Figure 1. Placed cells, one colour a class (run 1).
(2 px per micron) Fill, decap, tap and diode cells in grey.
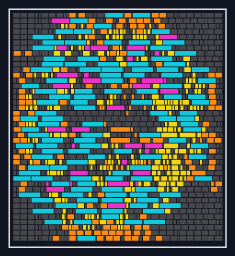
Figure 2. Routed metal, one colour a layer (run 1).
(3 px per micron) Two of the layers only.
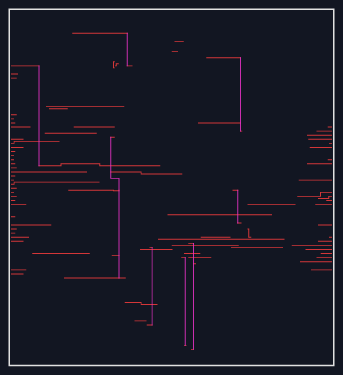
Figure 3. Cell outlines without signal wires (run 1).
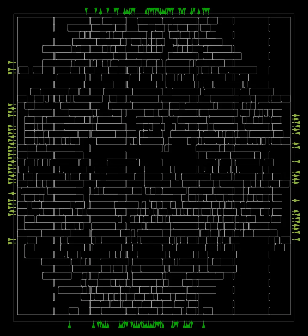
Figure 4. Clock wires, drivers and flops (run 1).
(4 px per micron)
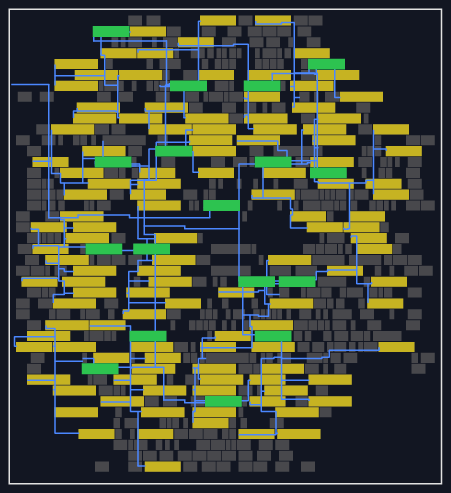
<file path="config.mk">
export PLATFORM = sky130hd
export DESIGN_NAME = wb_port_arbiter
export DESIGN_NICKNAME = d
export VERILOG_FILES = /design/src/rtl/wb_port_arbiter.sv
export SDC_FILE = /design/constraint.sdc
export NUM_CORES = 1
export LEC_CHECK = 0
export CAP_MARGIN = 20
export CORE_ASPECT_RATIO = 1.1
export CORE_UTILIZATION = 40
export CTS_CLUSTER_DIAMETER = 80
export CTS_CLUSTER_SIZE = 24
export DETAILED_ROUTE_END_ITERATION = 10
export GPL_TIMING_DRIVEN = 0
export PLACE_DENSITY = 0.79
export SLEW_MARGIN = 10
export SYNTH_ARGS = -nofsm -noshare
export SYNTH_HDL_FRONTEND = slang
export SYNTH_SLANG_ARGS = --single-unit
</file>
<file path="constraint.sdc">
create_clock -name i_clk -period 9.2 [get_ports i_clk]
set_clock_uncertainty 0.05 [all_clocks]
set_input_delay 1.84 -clock i_clk [delete_from_list [all_inputs] [get_ports i_clk]]
set_output_delay 1.84 -clock i_clk [all_outputs]
set_load 0.02 [all_outputs]
</file>
<file path="src/rtl/wb_port_arbiter.sv">
// wb_port_arbiter
// Shares the register-file write port between the in-order pipeline writeback
// and the MDU. The pipeline wins by default. MDU results queue in a 2-entry
// FIFO and drain on idle write slots. If the FIFO head waits STARVE_LIMIT
// cycles, a one-cycle FORCE state stalls the pipeline so the head can drain.
// A pipeline write to address A removes every queued MDU result for A, because
// the pipeline write is the younger one.
module wb_port_arbiter #(
  parameter int DATA_W       = 32,
  parameter int ADDR_W       = 5,
  parameter int STARVE_LIMIT = 4
) (
  input  logic              i_clk,
  input  logic              i_rst_n,
  input  logic              i_pipe_we,
  input  logic [ADDR_W-1:0] i_pipe_addr,
  input  logic [DATA_W-1:0] i_pipe_data,
  input  logic              i_mdu_valid,
  input  logic [ADDR_W-1:0] i_mdu_addr,
  input  logic [DATA_W-1:0] i_mdu_data,
  output logic              o_mdu_ready,
  output logic              o_stall_pipe,
  output logic              o_rf_we,
  output logic [ADDR_W-1:0] o_rf_addr,
  output logic [DATA_W-1:0] o_rf_data,
  output logic              o_busy
);

  localparam int SW = $clog2(STARVE_LIMIT + 1);
  localparam logic [SW-1:0] STARVE_MAX = SW'(STARVE_LIMIT);

  typedef enum logic [1:0] {
    ST_IDLE  = 2'd0,
    ST_PEND  = 2'd1,
    ST_FORCE = 2'd2
  } state_t;

  state_t            state_reg, state_next;
  logic [1:0]        count_reg, count_next;
  logic              rd_ptr_reg, rd_ptr_next;
  logic              wr_ptr_reg, wr_ptr_next;
  logic [SW-1:0]     starve_reg, starve_next;
  logic              rf_we_reg, rf_we_next;
  logic [ADDR_W-1:0] rf_addr_reg, rf_addr_next;
  logic [DATA_W-1:0] rf_data_reg, rf_data_next;

  // FIFO storage; the head is read combinationally so it can drain in the
  // same cycle it is granted.
  logic [ADDR_W-1:0] mem_addr [2];
  logic [DATA_W-1:0] mem_data [2];

  logic       head_valid;
  logic       second_valid;
  logic       pipe_grant;
  logic       pop;
  logic       push;
  logic [1:0] slot_valid;
  logic [1:0] squash;
  logic       keep_head;
  logic       keep_second;
  logic [1:0] count_after;
  logic       rd_after;
  logic       wr_after;

  assign head_valid   = (count_reg != 2'd0);
  assign second_valid = (count_reg == 2'd2);

  // A write to r0 is never a pipeline grant, and FORCE ignores the pipeline.
  assign pipe_grant = (state_reg != ST_FORCE) && i_pipe_we && (i_pipe_addr != '0);
  assign pop        = (state_reg == ST_FORCE) || (!pipe_grant && head_valid);
  assign push       = i_mdu_valid && o_mdu_ready;

  // Per-slot validity and same-address squash against a granted pipeline write.
  // Entries pushed this cycle are written after removal, so they are never
  // squashed.
  generate
    for (genvar gi = 0; gi < 2; gi++) begin : g_slot
      assign slot_valid[gi] = second_valid ||
                              (head_valid && (rd_ptr_reg == 1'(gi)));
      assign squash[gi]     = pipe_grant && slot_valid[gi] &&
                              (mem_addr[gi] == i_pipe_addr);
    end
  endgenerate

  // Port grant, FIFO removal/insert bookkeeping, starve counter and next state.
  always_comb begin
    rf_we_next   = 1'b0;
    rf_addr_next = rf_addr_reg;
    rf_data_next = rf_data_reg;

    if (pipe_grant) begin
      rf_we_next   = 1'b1;
      rf_addr_next = i_pipe_addr;
      rf_data_next = i_pipe_data;
    end else if (pop) begin
      // An MDU result for r0 drains without writing.
      rf_we_next   = (mem_addr[rd_ptr_reg] != '0);
      rf_addr_next = mem_addr[rd_ptr_reg];
      rf_data_next = mem_data[rd_ptr_reg];
    end

    // Survivors after pop/squash stay contiguous starting at rd_after.
    keep_head   = head_valid && !pop && !squash[rd_ptr_reg];
    keep_second = second_valid && !squash[~rd_ptr_reg];
    count_after = {1'b0, keep_head} + {1'b0, keep_second};
    rd_after    = keep_head ? rd_ptr_reg : ~rd_ptr_reg;
    wr_after    = rd_after ^ count_after[0];

    count_next  = count_after + {1'b0, push};
    rd_ptr_next = rd_after;
    wr_ptr_next = wr_after ^ push;

    // Counts only while the same head stays in place without draining.
    starve_next = '0;
    if (keep_head) begin
      starve_next = (starve_reg == STARVE_MAX) ? starve_reg : starve_reg + 1'b1;
    end

    if ((state_reg != ST_FORCE) && keep_head && (starve_next == STARVE_MAX)) begin
      state_next = ST_FORCE;
    end else if (count_next != 2'd0) begin
      state_next = ST_PEND;
    end else begin
      state_next = ST_IDLE;
    end
  end

  // Control state, FIFO pointers and the registered write port.
  always_ff @(posedge i_clk or negedge i_rst_n) begin
    if (!i_rst_n) begin
      state_reg   <= ST_IDLE;
      count_reg   <= 2'd0;
      rd_ptr_reg  <= 1'b0;
      wr_ptr_reg  <= 1'b0;
      starve_reg  <= '0;
      rf_we_reg   <= 1'b0;
      rf_addr_reg <= '0;
      rf_data_reg <= '0;
    end else begin
      state_reg   <= state_next;
      count_reg   <= count_next;
      rd_ptr_reg  <= rd_ptr_next;
      wr_ptr_reg  <= wr_ptr_next;
      starve_reg  <= starve_next;
      rf_we_reg   <= rf_we_next;
      rf_addr_reg <= rf_addr_next;
      rf_data_reg <= rf_data_next;
    end
  end

  // FIFO payload write; contents are only meaningful while counted valid.
  always_ff @(posedge i_clk) begin
    if (push) begin
      mem_addr[wr_after] <= i_mdu_addr;
      mem_data[wr_after] <= i_mdu_data;
    end
  end

  assign o_mdu_ready  = (count_reg != 2'd2);
  assign o_stall_pipe = (state_reg == ST_FORCE);
  assign o_busy       = (count_reg != 2'd0);
  assign o_rf_we      = rf_we_reg;
  assign o_rf_addr    = rf_addr_reg;
  assign o_rf_data    = rf_data_reg;

  // wr_ptr_reg mirrors rd_ptr + count and is kept for observability of the
  // FIFO pointer pair.
  logic unused_ptr;
  assign unused_ptr = wr_ptr_reg;

endmodule
</file>
==> metrics.csv, run 1 <==
stage;metric;value;unit
critical_path;crit path DRT;9260;ps
critical_path;R2R cell count;9;
floorplanning;FP Util;0.410;
grt;routing usage on met2;0.336;
drt;drt first pass iters;4;
timing;FMAX;0.185;GHz
drt;Initial DRC Count;194;
layout;Gate Area;1470;sq um
placement;dpl cell area;6410;sq um
layout;Flops;120;
critical_path;Worst path max stage delay;560;ps
drt;WL met1;4.80;mm
synth;xor/xnor share;0.0196;
pwr;clock power share;0.274;
clock_network;cts bufs inserted;17;
layout;Layout Nets;610;
layout;# diodes;0;
layout;Seq/total area;0.481;
pwr;switching part of the total power;0.333;
timing;worst hold margin;541;ps
critical_path;Critical Path AT;5460;ps
synth;adder share;0.0117;
grt;GRT Resource Usage Total;0.202;
placement;DP Worst Slack;3360;ps
grt;GR Layer Usage met1;0.239;
pwr;VDD IR max;168;uV
layout;Final Core Density;0.585;
synth;post-synth net total;468;
layout;Layout area overhead;42.7;%
timing;Tcrit/Tclk final;0.587;
layout;Area-dominant class;sequential cells;
placement;placed cell count;663;
hold_path;Hold EP;o_rf_data[29];
synth;Area contributors post-synth;edfxtp_1, dfrtp_1, mux2i_1, o21ai_0, nand2_1;
synth;top cells by count, synth;nand2_1, edfxtp_1, o21ai_0, dfrtp_1, mux2i_1;
critical_path;r2r endpoint;mem_data[0][14];
synth;Yosys chip area;4910;sq um
layout;final instance area;7010;sq um
clock_network;Max Root-Sink Buffers;2;
grt;M3 GR Usage;0.0546;
critical_path;CP dominant cell by count;clkbuf_1;
status;status;finished, final reports clean;
floorplanning;Die Ht;118;microns
pwr;static leakage;2.75;nW
clock_network;clk_lat worst skew;410;ps
critical_path;Worst Setup EP;mem_data[0][14];
clock_network;Post-CTS Hold Buffers;0;
timing;setup TNS;0;ps
synth;area leader, netlist;edfxtp_1;
clock_network;Clock Sinks;120;
timing;relative slew slack;0.488;
drt;Detailed Route WL;11.9;mm
layout;Inverters;4;
floorplanning;die width;108;microns
grt;global-route wire length before repair;18.8;mm
grt;gr busiest metal;met2;
grt;initial antenna violation count;0;
hold_path;Tightest Hold Check Type;register to register;
critical_path;CP Capture Type;register;
synth;Post-synth mux share;0.0861;
pwr;Flop+latch power;0.000881;W
pwr;clk pwr;0.000659;W
drt;Routed Antenna Nets;0;
layout;layout clock buffer count;19;
synth;Synth logic family;AND-OR/OR-AND gates;
critical_path;crit path cell chain;clkdlybuf4s50_1 -> or4_1 -> o211a_1 -> clkbuf_1 -> clkbuf_1 -> a21oi_1 -> ha_1 -> nand2b_1 -> mux2i_4 -> buf_8;
hold_path;hold depth;2;
floorplanning;Die Size;12700;sq um
synth;top cell type by instance count after synthesis;nand2_1;
layout;buffers outside the clock class;145;
layout;Layout clock area frac;0.0851;
synth;Top cell area share;0.452;
pwr;power per cell area;344;nW/um^2
drt;wire length per cell;17.1;microns
pwr;Int Pwr;0.00161;W
grt;vias in the first global route;3695;
critical_path;Slowest-stage cell, CP;or4_1;
synth;Distinct lib cells used;32;
layout;Top Layout Cells;clkdlybuf4s50_1, nand2_1, edfxtp_1;
timing;worst slew pin tran;769;ps
synth;Simple-Gate Area Share;0.0871;
pwr;combinational power share;0.360;
layout;non-clk buf share;0.195;
drt;via count;3531;
clock_network;CTS tree;done;
synth;yosys warning tally;0;
critical_path;critical path depth;10;
## Picture notes: Figure 1
legend:
  yellow:
    class: all other logic
    cells: 244
  cyan:
    class: flops
    cells: 120
  magenta:
    class: clock drivers and dummy loads
    cells: 32
  orange:
    class: other buffers and delay cells
    cells: 145

## Picture notes: Figure 2
legend:
  red:
    layer: met3
    wire_length: 718 microns
  magenta:
    layer: met4
    wire_length: 220 microns

## Picture notes: Figure 3
tap cell instance count: 154
Core Area: 12000 sq um

## Picture notes: Figure 4
legend:
  yellow:
    item: flip-flops
    count: 120
  blue:
    item: clock wires
    length: 1450 microns
  green:
    item: cells driving clock nets
    count: 17
flops lie: widely spread

--- run 2 (diff from run 1) ---
==> constraint.sdc (replaced) <==
create_clock -name i_clk -period 5.5 [get_ports i_clk]
set_clock_uncertainty 0.05 [all_clocks]
set_input_delay 1.1 -clock i_clk [delete_from_list [all_inputs] [get_ports i_clk]]
set_output_delay 1.1 -clock i_clk [all_outputs]
set_load 0.02 [all_outputs]
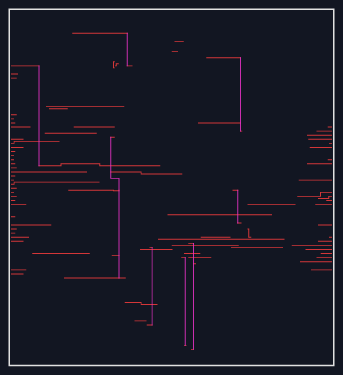
Figure 5: run 2, routed metal, one colour a layer.
(3 px per micron) Two of the layers only.
legend:
  magenta:
    layer: met4
    wire_length: 220 microns
  red:
    layer: met3
    wire_length: 718 microns

==> run 2 against run 1 <==
Compared with the run above:
- sequential cell count stayed put
- count of clock-buffer cells in the layout unchanged
- worst setup slack lost 3000 ps
- largest cell class unchanged
==> metrics.csv, run 2 <==
stage;metric;value;unit;change
layout;Gate Area;1470;sq um;unchanged
layout;Final Core Density;0.585;;unchanged
hold_path;hold depth;2;;unchanged
pwr;clk pwr;0.00110;W;+67%
placement;placed cell count;663;;unchanged
synth;area leader, netlist;edfxtp_1;;
synth;top cells by count, synth;nand2_1, edfxtp_1, o21ai_0, dfrtp_1, mux2i_1;;
clock_network;Max Root-Sink Buffers;2;;unchanged
synth;Simple-Gate Area Share;0.0871;;unchanged
synth;Area contributors post-synth;edfxtp_1, dfrtp_1, mux2i_1, o21ai_0, nand2_1;;
layout;Layout clock area frac;0.0851;;unchanged
timing;Tcrit/Tclk final;0.848;;
layout;Top Layout Cells;clkdlybuf4s50_1, nand2_1, edfxtp_1;;
synth;Post-synth mux share;0.0861;;unchanged
drt;drt first pass iters;4;;unchanged
status;status;finished, final reports clean;;
timing;worst hold margin;541;ps;unchanged
hold_path;Tightest Hold Check Type;register to register;;
floorplanning;Die Ht;118;microns;unchanged
clock_network;cts bufs inserted;17;;unchanged
synth;xor/xnor share;0.0196;;unchanged
placement;dpl cell area;6410;sq um;unchanged
pwr;switching part of the total power;0.333;;about the same
drt;Detailed Route WL;11.9;mm;unchanged
placement;DP Worst Slack;404;ps;-2960 ps
layout;non-clk buf share;0.195;;unchanged
clock_network;CTS tree;done;;
synth;yosys warning tally;0;;unchanged
layout;Seq/total area;0.481;;unchanged
critical_path;R2R cell count;9;;unchanged
grt;GRT Resource Usage Total;0.202;;unchanged
critical_path;critical path depth;10;;unchanged
pwr;static leakage;2.75;nW;unchanged
pwr;clock power share;0.274;;about the same
critical_path;crit path cell chain;clkdlybuf4s50_1 -> or4_1 -> o211a_1 -> clkbuf_1 -> clkbuf_1 -> a21oi_1 -> ha_1 -> nand2b_1 -> mux2i_4 -> buf_8;;
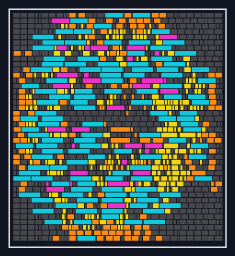
Figure 6: run 2, placed cells, one colour a class.
(2 px per micron) Fill, decap, tap and diode cells in grey.
legend:
  magenta:
    class: clock drivers and dummy loads
    cells: 32
  cyan:
    class: flops
    cells: 120
  yellow:
    class: all other logic
    cells: 244
  orange:
    class: other buffers and delay cells
    cells: 145

Power and IR drop assume default switching activity.
